==> src/rtl/item_responder_pkg.sv <==
// Shared types and default sizing for the item_responder target.
// The op encoding matches the two-bit req_op field on the request channel.
package item_responder_pkg;

    localparam int unsigned DEF_DATA_W = 8;
    localparam int unsigned DEF_DEPTH  = 4;

    typedef enum logic [1:0] {
        OP_LOAD = 2'b00,
        OP_ADD  = 2'b01,
        OP_XOR  = 2'b10,
        OP_READ = 2'b11
    } op_e;

    // Response layout at the default data width; err is the ADD carry-out.
    typedef struct packed {
        logic [DEF_DATA_W-1:0] data;
        logic                  err;
    } rsp_t;

    function automatic logic is_read(input op_e op);
        return op == OP_READ;
    endfunction

endpackage

==> src/rtl/item_responder_if.sv <==
// Request/response bus between an item-level initiator and item_responder.
// master drives requests and consumes responses; slave is the target side.
interface item_responder_if
    import item_responder_pkg::*;
#(
    parameter int unsigned DATA_W = DEF_DATA_W,
    parameter int unsigned DEPTH  = DEF_DEPTH
);
    localparam int unsigned CNT_W = $clog2(DEPTH) + 1;

    logic              req_valid;
    logic              req_ready;
    logic [1:0]        req_op;
    logic [DATA_W-1:0] req_data;
    logic              rsp_valid;
    logic              rsp_ready;
    logic [DATA_W-1:0] rsp_data;
    logic              rsp_err;
    logic [CNT_W-1:0]  count;

    modport master (
        output req_valid, req_op, req_data, rsp_ready,
        input  req_ready, rsp_valid, rsp_data, rsp_err, count
    );

    modport slave (
        input  req_valid, req_op, req_data, rsp_ready,
        output req_ready, rsp_valid, rsp_data, rsp_err, count
    );

endinterface

==> src/rtl/item_responder_resp_fifo.sv <==
// In-order response FIFO with occupancy count; head reads as zero when empty.
// Push while full and pop while empty are ignored, so count stays in 0..DEPTH.
module item_responder_resp_fifo #(
    parameter int unsigned DEPTH = 4,
    parameter type         entry_t = logic [7:0]
) (
    input  logic                     clk_i,
    input  logic                     rst_i,
    input  logic                     push_i,
    input  entry_t                   wdata_i,
    input  logic                     pop_i,
    output entry_t                   rdata_o,
    output logic                     full_o,
    output logic                     empty_o,
    output logic [$clog2(DEPTH):0]   count_o
);
    localparam int unsigned PTR_W = $clog2(DEPTH);
    localparam int unsigned CNT_W = PTR_W + 1;

    entry_t           mem_q [DEPTH];
    logic [PTR_W-1:0] wr_ptr_q, wr_ptr_d;
    logic [PTR_W-1:0] rd_ptr_q, rd_ptr_d;
    logic [CNT_W-1:0] count_q, count_d;
    logic             do_push, do_pop;

    assign full_o  = (count_q == CNT_W'(DEPTH));
    assign empty_o = (count_q == '0);
    assign do_push = push_i && !full_o;
    assign do_pop  = pop_i && !empty_o;

    // DEPTH is a power of two, so pointer overflow is the modulo wrap.
    always_comb begin
        wr_ptr_d = wr_ptr_q;
        rd_ptr_d = rd_ptr_q;
        count_d  = count_q;
        if (do_push) begin
            wr_ptr_d = wr_ptr_q + 1'b1;
        end
        if (do_pop) begin
            rd_ptr_d = rd_ptr_q + 1'b1;
        end
        unique case ({do_push, do_pop})
            2'b10:   count_d = count_q + 1'b1;
            2'b01:   count_d = count_q - 1'b1;
            default: count_d = count_q;
        endcase
    end

    always_ff @(posedge clk_i) begin
        if (rst_i) begin
            wr_ptr_q <= '0;
            rd_ptr_q <= '0;
            count_q  <= '0;
        end else begin
            wr_ptr_q <= wr_ptr_d;
            rd_ptr_q <= rd_ptr_d;
            count_q  <= count_d;
        end
    end

    // Storage needs no reset: count gates every read of it.
    always_ff @(posedge clk_i) begin
        if (do_push) begin
            mem_q[wr_ptr_q] <= wdata_i;
        end
    end

    assign rdata_o = empty_o ? entry_t'('0) : mem_q[rd_ptr_q];
    assign count_o = count_q;

endmodule

==> src/rtl/item_responder.sv <==
// Item-level request/response target: accumulator with LOAD/ADD/XOR/READ ops,
// one queued response per accepted request, drained in order.
module item_responder
    import item_responder_pkg::*;
#(
    parameter int unsigned DATA_W = DEF_DATA_W,
    parameter int unsigned DEPTH  = DEF_DEPTH
) (
    input  logic            clk,
    input  logic            rst,
    item_responder_if.slave bus
);
    localparam int unsigned CNT_W = $clog2(DEPTH) + 1;

    typedef struct packed {
        logic [DATA_W-1:0] data;
        logic              err;
    } entry_t;

    op_e               op;
    logic [DATA_W-1:0] acc_q, acc_d;
    logic [DATA_W:0]   sum;
    entry_t            push_entry;
    entry_t            head;
    logic              push;
    logic              full;
    logic              empty;
    logic [CNT_W-1:0]  count;

    assign op   = op_e'(bus.req_op);
    assign sum  = {1'b0, acc_q} + {1'b0, bus.req_data};
    assign push = bus.req_valid && bus.req_ready;

    always_comb begin
        acc_d      = acc_q;
        push_entry = '0;
        unique case (op)
            OP_LOAD: begin
                acc_d           = bus.req_data;
                push_entry.data = bus.req_data;
            end
            OP_ADD: begin
                acc_d           = sum[DATA_W-1:0];
                push_entry.data = sum[DATA_W-1:0];
                push_entry.err  = sum[DATA_W];
            end
            OP_XOR: begin
                acc_d           = acc_q ^ bus.req_data;
                push_entry.data = acc_q ^ bus.req_data;
            end
            OP_READ: begin
                push_entry.data = acc_q;
            end
            default: begin
                acc_d = acc_q;
            end
        endcase
    end

    always_ff @(posedge clk) begin
        if (rst) begin
            acc_q <= '0;
        end else if (push && !is_read(op)) begin
            acc_q <= acc_d;
        end
    end

    item_responder_resp_fifo #(
        .DEPTH   (DEPTH),
        .entry_t (entry_t)
    ) u_resp_fifo (
        .clk_i   (clk),
        .rst_i   (rst),
        .push_i  (push),
        .wdata_i (push_entry),
        .pop_i   (bus.rsp_ready),
        .rdata_o (head),
        .full_o  (full),
        .empty_o (empty),
        .count_o (count)
    );

    // Ready looks only at the registered count, never at a same-cycle pop.
    assign bus.req_ready = !full;
    assign bus.rsp_valid = !empty;
    assign bus.rsp_data  = head.data;
    assign bus.rsp_err   = head.err;
    assign bus.count     = count;

endmodule

==> src/flat_wrapper.sv <==
// flat-port wrapper written by rule: the top's interface ports become plain ports
module item_responder_flat import item_responder_pkg::*;
#(
    parameter int unsigned DATA_W = DEF_DATA_W,
    parameter int unsigned DEPTH  = DEF_DEPTH
)
  (clk, rst, bus_req_valid, bus_req_op, bus_req_data, bus_rsp_ready, bus_req_ready, bus_rsp_valid, bus_rsp_data, bus_rsp_err, bus_count);
  item_responder_if #(.DATA_W(DATA_W), .DEPTH(DEPTH)) bus_i ();
  input  logic clk;
  input  logic rst;
  input wire logic [$bits(bus_i.req_valid)-1:0] bus_req_valid;
  input wire logic [$bits(bus_i.req_op)-1:0] bus_req_op;
  input wire logic [$bits(bus_i.req_data)-1:0] bus_req_data;
  input wire logic [$bits(bus_i.rsp_ready)-1:0] bus_rsp_ready;
  output wire logic [$bits(bus_i.req_ready)-1:0] bus_req_ready;
  output wire logic [$bits(bus_i.rsp_valid)-1:0] bus_rsp_valid;
  output wire logic [$bits(bus_i.rsp_data)-1:0] bus_rsp_data;
  output wire logic [$bits(bus_i.rsp_err)-1:0] bus_rsp_err;
  output wire logic [$bits(bus_i.count)-1:0] bus_count;
  assign bus_i.req_valid = bus_req_valid;
  assign bus_i.req_op = bus_req_op;
  assign bus_i.req_data = bus_req_data;
  assign bus_i.rsp_ready = bus_rsp_ready;
  assign bus_req_ready = bus_i.req_ready;
  assign bus_rsp_valid = bus_i.rsp_valid;
  assign bus_rsp_data = bus_i.rsp_data;
  assign bus_rsp_err = bus_i.rsp_err;
  assign bus_count = bus_i.count;
  item_responder #(.DATA_W(DATA_W), .DEPTH(DEPTH)) u_core (.clk(clk), .rst(rst), .bus(bus_i));
endmodule
==> config.mk <==
export PLATFORM = sky130hd
export DESIGN_NAME = item_responder_flat
export DESIGN_NICKNAME = d
export VERILOG_FILES = /design/src/rtl/item_responder_pkg.sv /design/src/rtl/item_responder_if.sv /design/src/rtl/item_responder_resp_fifo.sv /design/src/rtl/item_responder.sv /design/src/flat_wrapper.sv
export SDC_FILE = /design/constraint.sdc
export NUM_CORES = 1
export LEC_CHECK = 0
export CAP_MARGIN = 20
export CORE_MARGIN = 2
export CORE_UTILIZATION = 45
export CTS_CLUSTER_SIZE = 40
export DETAILED_ROUTE_END_ITERATION = 6
export GPL_ROUTABILITY_DRIVEN = 0
export PLACE_DENSITY = 0.75
export SYNTH_ARGS = -nofsm -noshare
export SYNTH_HDL_FRONTEND = slang
export SYNTH_SLANG_ARGS = --single-unit
==> constraint.sdc <==
create_clock -name clk -period 2.1 [get_ports clk]
set_input_delay 0.21 -clock clk [delete_from_list [all_inputs] [get_ports clk]]
set_output_delay 0.21 -clock clk [all_outputs]
set_load 0.03 [all_outputs]
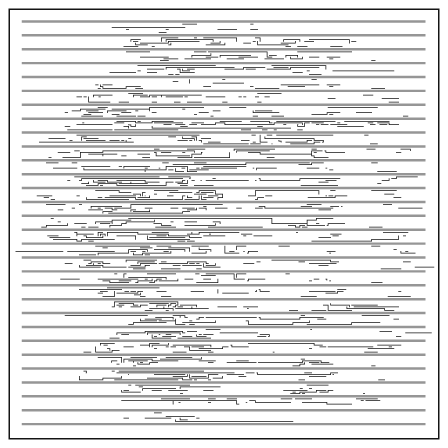
Fig. 1. M1 wires (run 1).
Supply wires on this layer in grey.
main direction: horizontal
wire length on this layer: 2,710 µm
nets with wire on the layer: 323
longest straight run: 28.1 µm
WL final: 6.324 mm
GR Util met1: 0.2218
via count: 2,180

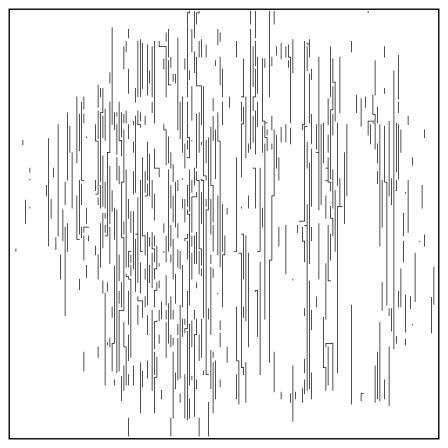
Fig. 2. The metal 2 layer (run 1).
share of all routed wire: 52%
nets with wire on the layer: 319
main direction: vertical
met2 Use GR: 0.3367

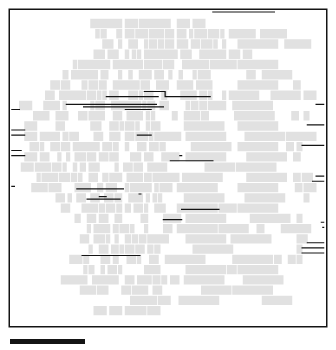
Fig. 3. Met3 routing (run 1).
Scale bar: 20 µm.
nets with wire on the layer: 27
main direction: horizontal
GR Util met3: 0.03264

==> results_dict.tcl, run 1 <==
# place-and-route summary
set metrics [dict create \
    grt_pass1_vias 2201 \
    hp-start "u_core.u_resp_fifo.wr_ptr_q[1]" \
    inverters 22 \
    seq_share 0.3866 \
    pwr-share-clk 0.153 \
    syn_area_per_cell_um2 11.30 \
    pre_cts_slack_ns -0.3976 \
    whs_ns 0.5193 \
    place_hpwl_mm 4.708 \
    fp-row-count 29 \
    worst_pin_slew_ns 0.7013 \
    initial_core_util 0.4597 \
    final_common_cell "buf_4" \
    outcome "finished clean" \
    power_frac_comb 0.469 \
    grt_pass1_wl_mm 10.18 \
    startpoint_type "flip-flop" \
    die_height_um 83.85 \
    seq_cells 53 \
    rsz0062_at_grt "yes" \
    die-area_um2 7030 \
]
run 1: layer usage:
metal  track usage  up-vias  wire [µm]
li1              -     1069          -
met1        0.2218     1060       2714
met2        0.3367       43       3302
met3       0.03264        8        219
met4       0.05132        0         88
met5             0        -          0
run 1: Yosys cell counts (2+ instances only):
| cell | number |
|---|---|
| a211oi_1 | 3 |
| a21boi_0 | 2 |
| a21o_1 | 2 |
| a21oi_1 | 15 |
| a22oi_1 | 3 |
| a31oi_1 | 4 |
| a32oi_1 | 3 |
| and2_1 | 11 |
| and3_1 | 4 |
| buf_2 | 2 |
| clkbuf_1 | 8 |
| dfxtp_1 | 17 |
| edfxtp_1 | 36 |
| fa_1 | 2 |
| ha_1 | 18 |
| inv_1 | 21 |
| mux4_2 | 9 |
| nand2_1 | 18 |
| nand3_1 | 6 |
| nand3b_1 | 3 |
| nor2_1 | 18 |
| nor2b_1 | 3 |
| nor3_1 | 2 |
| o21a_1 | 2 |
| o21ai_0 | 7 |
| o41ai_1 | 2 |
| or3_1 | 3 |
| xnor2_1 | 4 |
| xor2_1 | 3 |
run 1: cell families (layout without fill, tap and decap cells):
family          after synthesis  in the layout  synth area share
compound gates               52             52            0.1221
xor+xnor                      7              7           0.02137
fa+ha+maj                    20             20           0.09246
buf+inv                      34            106           0.04972
flops                        53             53            0.4954
mux                          10             10           0.07414
simple gates                 78             78            0.1448
run 1: power by group through the flow:
| stage | Combinational, W | Clock [W] | Sequential (W) |
|---|---|---|---|
| 5_1_grt | 0.00186 | 0.000616 | 0.00139 |
| 2_1_floorplan | 0.00103 | 0 | 0.00143 |
| 3_5_place_dp | 0.00175 | 0 | 0.00140 |
| 4_1_cts | 0.00168 | 0.000570 | 0.00138 |
| 3_3_place_gp | 0.00171 | 0 | 0.00139 |
| 6_report | 0.00171 | 0.000557 | 0.00138 |
--- run 2 (diff from run 1) ---
--- a/config.mk
+++ b/config.mk
@@ -12,6 +12,7 @@
 export DETAILED_ROUTE_END_ITERATION = 6
 export GPL_ROUTABILITY_DRIVEN = 0
 export PLACE_DENSITY = 0.75
+export SLEW_MARGIN = 20
 export SYNTH_ARGS = -nofsm -noshare
 export SYNTH_HDL_FRONTEND = slang
 export SYNTH_SLANG_ARGS = --single-unit
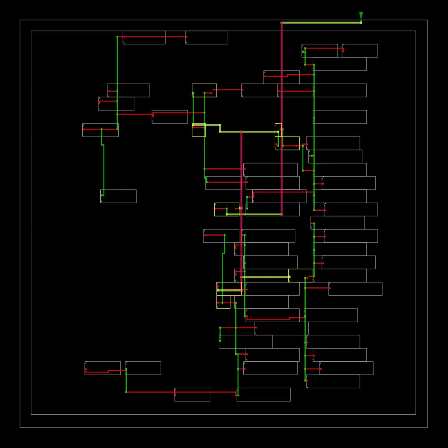
Fig. 4. The clock network (run 2).
CTS Buf Count: 5
layout clock buffer count: 6
Setup Skew: 0.007550 ns
Sinks on Clock Net: 53
Late-Pin Clk Latency: 0.30 ns

==> results_dict.tcl, run 2 <==
# place-and-route summary
set metrics [dict create \
    initial_core_util 0.4597 \
    grt_pass1_wl_mm 10.18 \
    die_height_um 83.85 \
    drt-total-wl_mm 6.324 \
    worst_pin_slew_ns 0.7013 \
    yosysMostFrequentCell "edfxtp_1" \
    yosys-top-cells-count "edfxtp_1 (36), inv_1 (21), ha_1 (18), nand2_1 (18), nor2_1 (18)" \
    hold_path_class "flip-flop to flip-flop" \
    combinationalPower_w 0.00171 \
    place_hpwl_mm 4.708 \
    fp-row-count 29 \
    powerClk_w 0.000557 \
    rsz0062_at_grt "yes" \
    startpoint_type "flip-flop" \
    top_power_group "combinational logic" \
    final_common_cell "buf_4" \
    outcome "finished clean" \
    vias 2180 \
    hp-start "u_core.u_resp_fifo.wr_ptr_q[1]" \
    p_seq_w 0.00138 \
    grt_pass1_vias 2201 \
    syn_area_per_cell_um2 11.30 \
    die-area_um2 7030 \
]
==> run 2: cell counts after synthesis <==
Identical to the previous run, type by type.
==> run 2: stage by stage <==
step                      hold slack (ns)  utilization  worst slack [ns]
after floorplan                    0.3895            -           -0.1234
after detailed placement           0.4928       0.5712           -0.3976
final                              0.5193       0.5938          0.008552
after CTS                          0.5204       0.5860         -0.006157
after global routing               0.5358       0.5938          -0.07205
after global placement             0.4833       0.5712           -0.3283
==> run 2: layer usage <==
metal | vias up | share of wire | GRT usage | wire [µm]
li1 | 1069 | - | - | -
met1 | 1060 | 0.43 | 0.2218 | 2714
met2 | 43 | 0.52 | 0.3367 | 3302
met3 | 8 | 0.035 | 0.03264 | 219
met4 | 0 | 0.014 | 0.05132 | 88
met5 | - | 0 | 0 | 0
==> run 2: kinds of logic after synthesis <==
logic type / count (synthesis) / share of synthesized area
AND/OR/NAND/NOR: 78 / 0.1448
adder cells (fa/ha/maj): 20 / 0.09246
AND-OR/OR-AND: 52 / 0.1221
flip-flops: 53 / 0.4954
XOR/XNOR: 7 / 0.02137
multiplexers: 10 / 0.07414
buffers and inverters: 34 / 0.04972
==> run 2: layout make-up <==
| class | count | area (µm²) | area share |
|---|---|---|---|
| Inverter | 22 | 87.58 | 0.02363 |
| Clock inverter | 2 | 15.01 | 0.004051 |
| Clock buffer | 6 | 72.57 | 0.01958 |
| Tap cell | 77 | 96.34 | 0.02600 |
| Timing Repair Buffer | 76 | 618.1 | 0.1668 |
| Sequential cell | 53 | 1433 | 0.3866 |
| Multi-Input combinational cell | 167 | 1384 | 0.3734 |
==> run 2: timing repair <==
item                       CTS  global route
pin swaps                    1             9
setup buffers                1             2
gates resized               15            28
setup endpoints to repair   19            38
Power and IR drop assume default switching activity.
